**Wiring by layer**

Bar = 20 um. Two of the layers only.
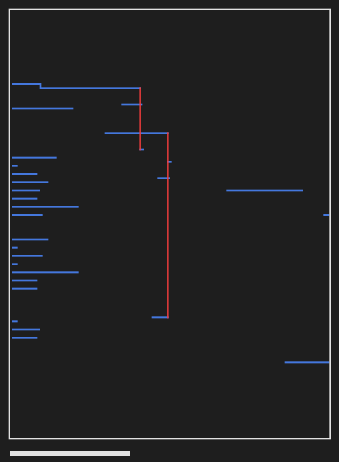
**Congestion heat map**

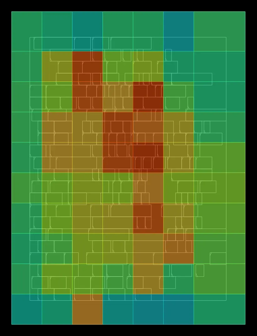
==> config.mk <==
export PLATFORM = sky130hd
export DESIGN_NAME = usb_tx_sched_flat
export DESIGN_NICKNAME = d
export VERILOG_FILES = /design/src/rtl/usb_tx_sched_if.sv /design/src/rtl/usb_tx_sched.sv /design/src/flat_wrapper.sv
export SDC_FILE = /design/constraint.sdc
export NUM_CORES = 1
export LEC_CHECK = 0
export CAP_MARGIN = 20
export CORE_ASPECT_RATIO = 1.4
export CORE_MARGIN = 4
export CORE_UTILIZATION = 47
export CTS_CLUSTER_DIAMETER = 50
export DETAILED_ROUTE_END_ITERATION = 16
export PLACE_DENSITY_LB_ADDON = 0.25
export SLEW_MARGIN = 25
export SYNTH_ARGS = -nofsm -noshare
export SYNTH_HDL_FRONTEND = slang
export SYNTH_SLANG_ARGS = --single-unit
==> constraint.sdc <==
create_clock -name clk -period 3 [get_ports clk]
set_clock_uncertainty 0.05 [all_clocks]
set_input_delay 0.3 -clock clk [delete_from_list [all_inputs] [get_ports clk]]
set_output_delay 0.3 -clock clk [all_outputs]
set_load 0.05 [all_outputs]
==> run notes <==
run results: status=completed, Placer Congestion=0.855, synth warn=0, WP data arrival=2.42 ns, CP Launch Type=flop, Worst Tran Pin Value=0.501 ns, clock net sink count=20, Mapped Area=1340 sq um, Via density=5.65, min-delay worst type=in -> async, commonest cells in the netlist=dfrtp_1 (20), inv_1 (10), mux2_2 (10), DRC=0, RSZ-0062 raised after global routing=no, PwrDens=1110 nW/um^2, post-synth top area cell=dfrtp_1, Async S/R FF share, synth=100%, H-tree Lvls=1, Layout area overhead=35.0%, Max VDD drop=740 uV, Port Buffers=38, Cell variety after synth=40, DR iter-0 viols=40, YS chip area=1340 sq um, share of layout cells above drive strength 1=18.1%, Worst-Skew Late Latency=0.31 ns, antenna viol nets, final=0, maximum clock frequency=361 MHz, cycle use final=92.4%, global-route wire length before repair=5580 um, post-layout util=67.6%, Post-synth area hogs=dfrtp_1 (37%), mux2_2 (8.4%), ha_1 (7.5%), number of diodes=0, maxcap violations=0, TritonCTS buffer count=3, Die H=71.1 um, synthesis-stage register bit count=20, Syn Inst Count=129, Critical Path RT=2.65 ns, Rel. slew slack=66.5%, R2R setup slack=0.24 ns, count of pins over their slew limit=0, core box area=2670 sq um, vias in the first global route=1,286, prevailing post-synth register cell=dfrtp_1, Ports=39, floorplan net count=161, row count=22, Reg clk slew, reported paths=0.12 ns, hpwl dp=2460 um, Final TNS setup=0 ns, Pre-antenna DRT Iters=6, fin crit period=2.77 ns, die width=53.1 um, initial antenna violation count=0, Root Buffer=clkbuf_4, Top cell excl fill/tap=clkdlybuf4s50_1, flip-flops with a built-in enable=0, final instance area=1810 sq um, worst setup path class=reg -> out, crit path capture type=primary output, Area leader share=37.4%, Die Area=3780 sq um, most frequent cells in the layout=clkdlybuf4s50_1 (35), dfrtp_1 (20), inv_1 (10), mux2_2 (10), R2R depth=8, max reg flops=8, Setup Viol. Count Final=0, Hold Vio Cnt, Final=0, clk buf depth=2, syn_area_per_cell=10.4 sq um, final global-route overflow total=0, total tool warning count=32, Yosys top cell by instances=dfrtp_1, GRT Util Overall=19.2%, Pleak=0.801 nW, yosys cell count=129, critical path peak fanout=5, # Post-CTS Setup Buffers=0, Placed Area=1760 sq um, Pwr Total=2.01 mW, Total Nets Final=204, Initial Utilization=50.1%, Synth Seq Share=37.4%, pin count of the biggest net entering global routing=21, TritonCTS clock tree=yes
-- 'wiring by layer' (at the start) --
blue -> metal 3  # wire length 151 um
red -> metal 4  # wire length 40.8 um
DRT Wirelength: 3140 um
wire per inst: 15.2 um
Via Count: 1,169

-- 'congestion heat map' (at the start) --
met1 Usage GRT: 22.6%
busiest grt layer: met2
M2 GR Usage: 34.4%

==> critical path: stages, from the launching register on <==
cell and delay, ns:
dfrtp_1 0.44, inv_1 0.12, ha_1 0.15, or4b_4 0.49
nor3_1 0.20, nand3_1 0.12, nor2_1 0.11, a21oi_1 0.06
nor3b_2 0.18, buf_4 0.22
==> repair_timing <==
| item | CTS | global route |
|---|---|---|
| endpoints found under the setup margin | 0 | 2 |
| hold endpoints to repair | 0 | 20 |
| gates resized | 0 | 1 |
| hold buffers | 0 | 1 |
==> kinds of logic (layout without fill, tap and decap cells) <==
| logic type | Yosys count | count (layout) | share of synthesized area, % |
|---|---|---|---|
| AND-OR/OR-AND | 41 | 41 | 25.0 |
| AND/OR/NAND/NOR | 35 | 35 | 15.2 |
| flip-flops | 20 | 20 | 37.4 |
| multiplexers | 13 | 13 | 11.4 |
| buffers and inverters | 12 | 54 | 3.46 |
| adder cells (fa/ha/maj) | 8 | 8 | 7.48 |
==> cell type report <==
cell class / instances / area [sq um]
fill: 215 / 865
inverter: 10 / 37.5
clock buffer: 4 / 36.3
tap: 36 / 45.0
timing repair buffer: 40 / 388
sequential: 20 / 500
multi-input combinational: 97 / 798
==> per-layer routing <==
layer  track usage (%)  share of wire [%]
met1              22.6                 39
met2              34.4                 55
met3              3.37                4.8
met4              5.97                1.3
met5                 0                  0
==> through the flow <==
step | std cells | worst slack, ns | hold slack (ns)
after detailed placement | 202 | 0.237 | 0.451
after floorplan | 129 | 0.350 | -0.0456
after global placement | 202 | 0.310 | 0.444
after CTS | 206 | 0.199 | 0.478
after global routing | 207 | 0.00694 | 0.467
final | 207 | 0.228 | 0.410
==> power by group <==
group	switching [mW]	total (mW)	internal, mW
combinational	0.777	1.38	0.603
clock	0.0913	0.166	0.0743
sequential	0.0855	0.460	0.375
Power figures rest on the tool's default switching activity, not on a simulated workload.
